Run 1, metal layers overlaid:
Bar = 20 um.
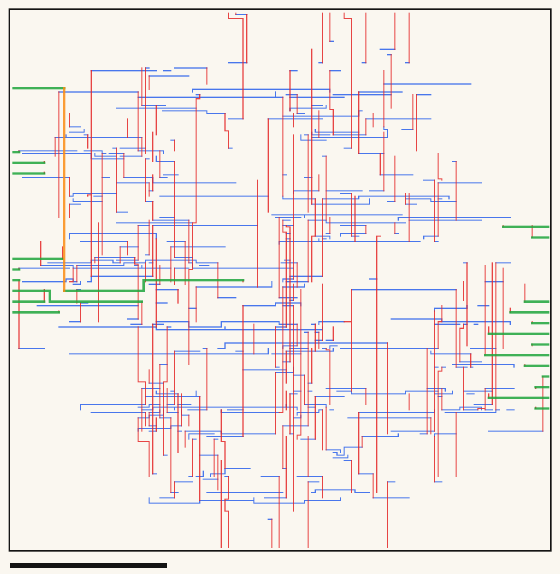
Run 1, clock distribution:
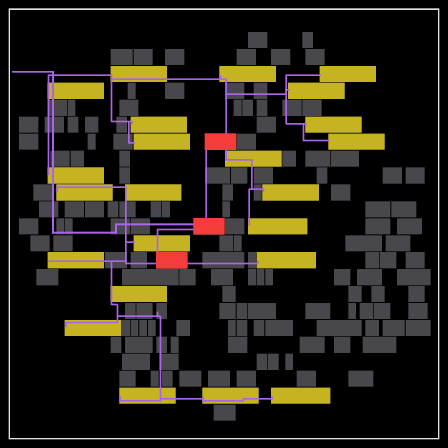
Run 1, congestion heat map:
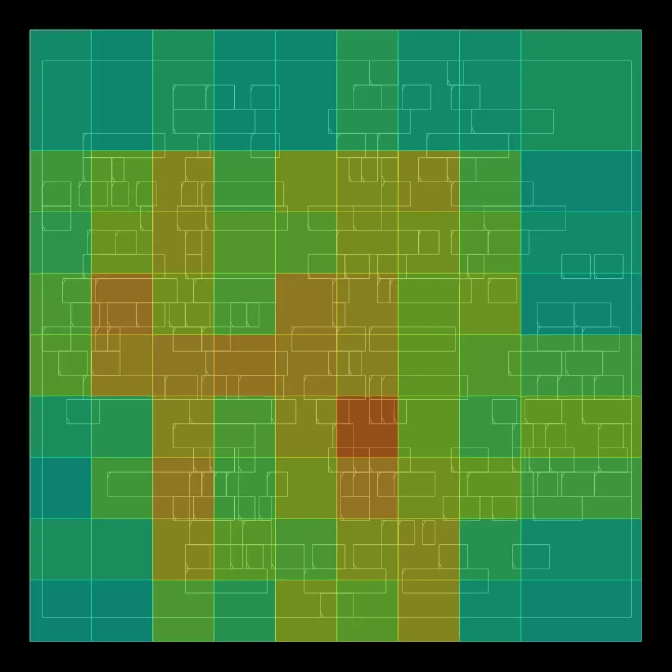
Run 1, gate-type map:
Bar = 20 um.
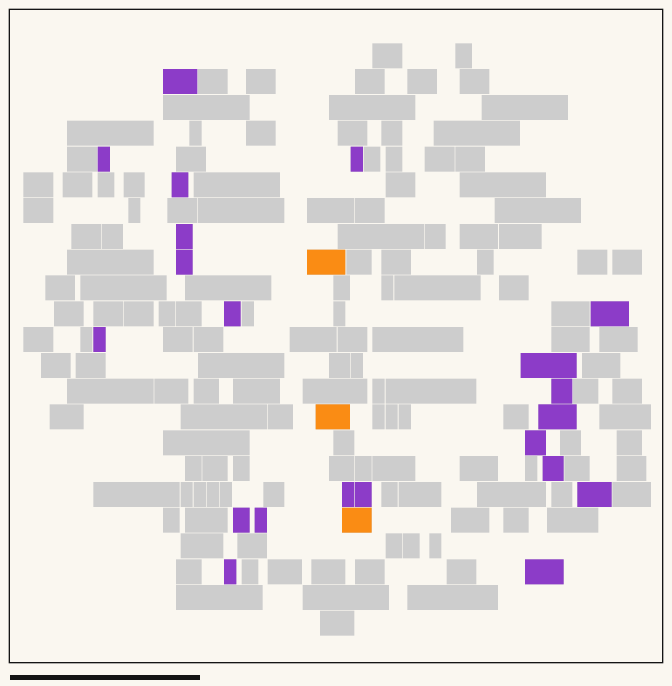
<file path="src/rtl/tstate_sequencer.sv">
// tstate_sequencer: one-hot T-state generator for the control unit.
// Counts steps inside an instruction slot, honours stall / single-step
// enables, latches a sticky halt and a sticky wrap error, and counts
// retired instructions.
module tstate_sequencer #(
    parameter int NUM_STEPS = 8,
    parameter int STEP_W    = $clog2(NUM_STEPS),
    parameter int CNT_W     = 16
) (
    input  logic                 clk,
    input  logic                 reset,
    input  logic                 run_mode,
    input  logic                 step_req,
    input  logic                 stall,
    input  logic                 end_instr,
    input  logic                 hlt,
    output logic [NUM_STEPS-1:0] T,
    output logic [STEP_W-1:0]    step,
    output logic                 fetch,
    output logic                 halted,
    output logic                 overflow_err,
    output logic [CNT_W-1:0]     instr_count
);

    typedef enum logic [1:0] {
        ST_IDLE   = 2'd0,
        ST_RUN    = 2'd1,
        ST_HALTED = 2'd2
    } state_t;

    localparam logic [STEP_W-1:0] LAST_STEP = STEP_W'(NUM_STEPS - 1);

    state_t              state_q, state_d;
    logic [STEP_W-1:0]   step_q, step_d;
    logic [CNT_W-1:0]    cnt_q, cnt_d;
    logic                ovf_q, ovf_d;
    logic                halted_q, halted_d;
    logic                en_s;
    logic [NUM_STEPS-1:0] t_s;

    assign en_s = run_mode | step_req;

    // Next-state logic: priority is hlt, then hold (stall / no enable), then end_instr, then advance.
    always_comb begin
        state_d  = state_q;
        step_d   = step_q;
        cnt_d    = cnt_q;
        ovf_d    = ovf_q;
        halted_d = halted_q;
        case (state_q)
            ST_IDLE: begin
                state_d = ST_RUN;
                step_d  = {STEP_W{1'b0}};
            end
            ST_RUN: begin
                if (hlt) begin
                    state_d  = ST_HALTED;
                    halted_d = 1'b1;
                    step_d   = {STEP_W{1'b0}};
                    if (end_instr) begin
                        cnt_d = cnt_q + CNT_W'(1);
                    end else begin
                        cnt_d = cnt_q;
                    end
                end else if (stall || !en_s) begin
                    // end_instr is deliberately dropped while holding
                    step_d = step_q;
                end else if (end_instr) begin
                    step_d = {STEP_W{1'b0}};
                    cnt_d  = cnt_q + CNT_W'(1);
                end else if (step_q == LAST_STEP) begin
                    // ran off the end of the slot without end_instr
                    step_d = {STEP_W{1'b0}};
                    ovf_d  = 1'b1;
                end else begin
                    step_d = step_q + STEP_W'(1);
                end
            end
            ST_HALTED: begin
                // only reset leaves HALTED
                state_d = ST_HALTED;
            end
            default: begin
                state_d  = ST_IDLE;
                step_d   = {STEP_W{1'b0}};
                halted_d = 1'b0;
            end
        endcase
    end

    // State and datapath registers, asynchronously cleared by the active-low reset.
    always_ff @(posedge clk or negedge reset) begin
        if (!reset) begin
            state_q  <= ST_IDLE;
            step_q   <= {STEP_W{1'b0}};
            cnt_q    <= {CNT_W{1'b0}};
            ovf_q    <= 1'b0;
            halted_q <= 1'b0;
        end else begin
            state_q  <= state_d;
            step_q   <= step_d;
            cnt_q    <= cnt_d;
            ovf_q    <= ovf_d;
            halted_q <= halted_d;
        end
    end

    // One-hot decode of the registered step, gated to the RUN state.
    always_comb begin
        t_s = {NUM_STEPS{1'b0}};
        if (state_q == ST_RUN) begin
            t_s[step_q] = 1'b1;
        end else begin
            t_s = {NUM_STEPS{1'b0}};
        end
    end

    assign T            = t_s;
    assign fetch        = t_s[0];
    assign step         = step_q;
    assign halted       = halted_q;
    assign overflow_err = ovf_q;
    assign instr_count  = cnt_q;

endmodule

</file>
<file path="config.mk">
export PLATFORM = sky130hd
export DESIGN_NAME = tstate_sequencer
export DESIGN_NICKNAME = d
export VERILOG_FILES = /design/src/rtl/tstate_sequencer.sv
export SDC_FILE = /design/constraint.sdc
export NUM_CORES = 1
export LEC_CHECK = 0
export CORE_UTILIZATION = 26
export CTS_CLUSTER_SIZE = 40
export DETAILED_ROUTE_END_ITERATION = 10
export GPL_TIMING_DRIVEN = 0
export PLACE_DENSITY = 0.48
export SETUP_SLACK_MARGIN = 0.3
export SLEW_MARGIN = 20
export SYNTH_ARGS = -nofsm -noshare
export SYNTH_HDL_FRONTEND = slang
export SYNTH_SLANG_ARGS = --single-unit
</file>
<file path="constraint.sdc">
create_clock -name clk -period 2.2 [get_ports clk]
set_input_delay 0.55 -clock clk [delete_from_list [all_inputs] [get_ports clk]]
set_output_delay 0.55 -clock clk [all_outputs]
set_load 0.05 [all_outputs]
</file>
==> summary.rpt, run 1 <==
FLOW METRICS REPORT
----------------------------------------------------
[Status]
  Outcome ........................ complete, no violations

[Yosys]
  Top-count cell post-synth ........................ dfrtp_1
  Cell type with the largest total area after synthesis ........................ dfrtp_1
  Synthesis area per yosys ........................ between 1000 and 1500 sq um
  Main synth FF type ........................ dfrtp_1
  Netlist Area Pre-Place ........................ about 1200 sq um

[Final timing]
  Min Tclk post-route ........................ about 2000 ps
  FMAX ........................ slightly above 0.5 GHz
  Setup Skew ........................ 2.76 ps
  Count of final max-slew check failures ........................ 0

[Pwr]
  Comb power ........................ 756 uW
  Switching part of the total power ........................ a little over two fifths
  Clock Power ........................ between 200 and 300 uW
  Leading power group ........................ combinational logic
  Share of power burned in the clock network ........................ between 10% and 20%
  Sequential group share of total power ........................ 35.6%

[Setup path]
  Max stage delay on crit path ........................ around 400 ps
  Critical Path Slowest Stage Cell ........................ dfrtp_1
  Type of the worst setup path ........................ flip-flop to output port
  Data required time of the worst path ........................ between 1500 and 2000 ps
  Worst setup path end ........................ T[0]

[Placed design]
  Placed cell area ........................ 1640 sq um

[Finish]
  Most frequently placed logic cell in the final layout ........................ dlygate4sd2_1
  # diodes ........................ 0
  Biggest Area Class ........................ combinational gates

[Global route]
  Pin count of the biggest net entering global routing ........................ 24

[Floorplanning]
  Std cell rows ........................ 23
  Chip area ........................ about 4700 sq um

[Run]
  Stage-log warning count ........................ 31

----------------------------------------------------
Back to the opening pictures, 'metal layers overlaid':
legend:
  red:
    layer: met2
    wire_length: 1310 um
  orange:
    layer: met4
    wire_length: 25.8 um
  green:
    layer: met3
    wire_length: 124 um
  blue:
    layer: met1
    wire_length: 1240 um

Back to the opening pictures, 'clock distribution':
legend:
  red:
    item: cells driving clock nets
    count: 3
  yellow:
    item: flip-flops
    count: 23
  purple:
    item: clock wires
    length: 337 um
routed clock nets: 4

Back to the opening pictures, 'congestion heat map':
utilization after layout: 42.7%
WL/cell: 12.6 um

Back to the opening pictures, 'gate-type map':
legend:
  purple:
    family: NOR gates
    cells: 21
  orange:
    family: AND-OR and OR-AND gates
    cells: 3

## run 1: per-stage QoR
stage / setup TNS (ps) / hold slack [ps] / total power [uW] / std cells
final: 0 / 254 / 1590 / 214
after global routing: 0 / 289 / 1700 / 214
after CTS: 0 / 468 / 1580 / 211
after detailed placement: -688 / 456 / 1280 / 202
after floorplan: 0 / 254 / 1060 / 116
after global placement: -551 / 457 / 1270 / 202
## run 1: cells by family (layout without fill, tap and decap cells)
family | Yosys count | in the layout | share of synthesized area [%]
adders and majority gates | 6 | 6 | 6.48
buffers and inverters | 7 | 55 | 2.59
muxes | 1 | 1 | 0.972
DFF | 23 | 23 | 49.7
and+or+nand+nor | 51 | 51 | 21.0
xor gates and xnor gates | 15 | 15 | 11.3
AOI/OAI and AO/OA | 13 | 13 | 7.99
## Run 2: what changed since run 1
MAX_ROUTING_LAYER = met4   (was not set)
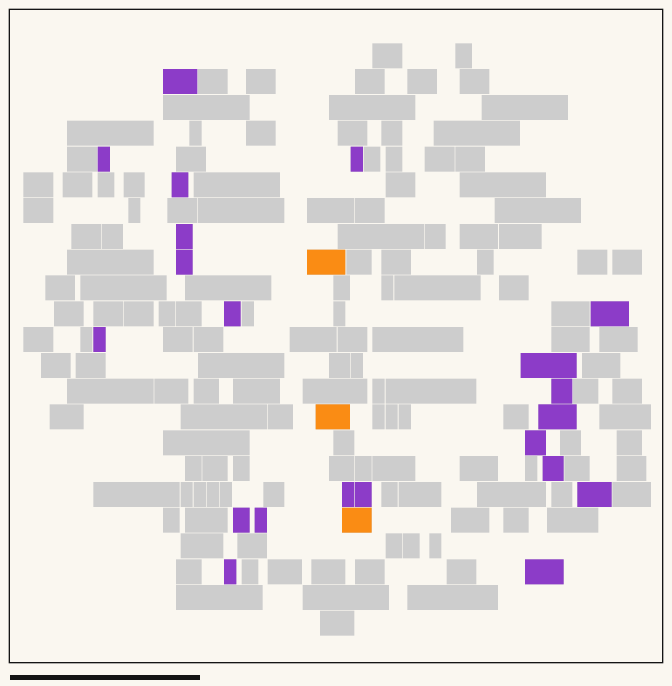
Run 2: gate-type map
Bar = 20 um.
non-filler instance count after layout: 214
most frequently placed logic cell in the final layout: dlygate4sd2_1

==> run 2 against run 1 <==
Against the previous run: die size unchanged; utilization unchanged; largest cell class unchanged; setup slack about the same; wire length down 0.19%; count of clock-buffer cells in the layout unchanged; via count unchanged; fmax about the same; design area unchanged; sequential share of layout area unchanged; clock skew about the same; highest routed layer unchanged; cell count unchanged.
==> summary.rpt, run 2 <==
FLOW METRICS REPORT
----------------------------------------------------
[Yosys]
  FA/HA/MAJ Cells, Area Fraction ........................ 6.48%
  Prevailing logic family in the synthesized netlist ........................ simple AND/OR/NAND/NOR gates
  Share of synthesized cell area in and, or, nand and nor gates ........................ between 20% and 30%
  Netlist Area Pre-Place ........................ 1160 sq um
  Area fraction in xor and xnor cells ........................ a little under an eighth
  Main synth FF type ........................ dfrtp_1
  Area fraction in mux cells ........................ less than 1%

[Final timing]
  Min Tclk post-route ........................ approximately 2000 ps
  FMAX ........................ slightly above 0.5 GHz
  Setup Skew ........................ 2.70 ps
  Count of final max-slew check failures ........................ 0

[Global route]
  Pin count of the biggest net entering global routing ........................ 24

[Pwr]
  Clock Power ........................ 267 uW
  Switching part of the total power ........................ 43.4%
  Comb power ........................ roughly 760 uW

[Detailed routing]
  WL/cell ........................ around 13 um

[Floorplanning]
  Std cell rows ........................ 23

[Setup path]
  Data required time of the worst path ........................ 1650 ps
  Type of the worst setup path ........................ flip-flop to output port

[Status]
  Outcome ........................ complete, no violations

----------------------------------------------------
-- run 2: critical path, cell delays in order, from the launching register on --
cell	delay, ps
dfrtp_1	400
inv_2	80
ha_4	160
nand2_4	80
nor3_4	150
buf_6	120
buf_6	140
-- run 2: how the worst max path moves through the flow --
stage | from | to | slack, ps | cells after the start
2_1_floorplan | step[0]$_DFFE_PN0P_ | T[0] | 210 | 4
4_1_cts | state_q[1]$_DFFE_PN0P_ | T[0] | 150 | 6
5_1_grt | state_q[1]$_DFFE_PN0P_ | T[0] | 180 | 6
3_3_place_gp | state_q[1]$_DFFE_PN0P_ | T[0] | -160 | 6
6_report | state_q[1]$_DFFE_PN0P_ | T[0] | 250 | 6
3_5_place_dp | state_q[1]$_DFFE_PN0P_ | T[0] | -170 | 6
Power figures rest on the tool's default switching activity, not on a simulated workload.
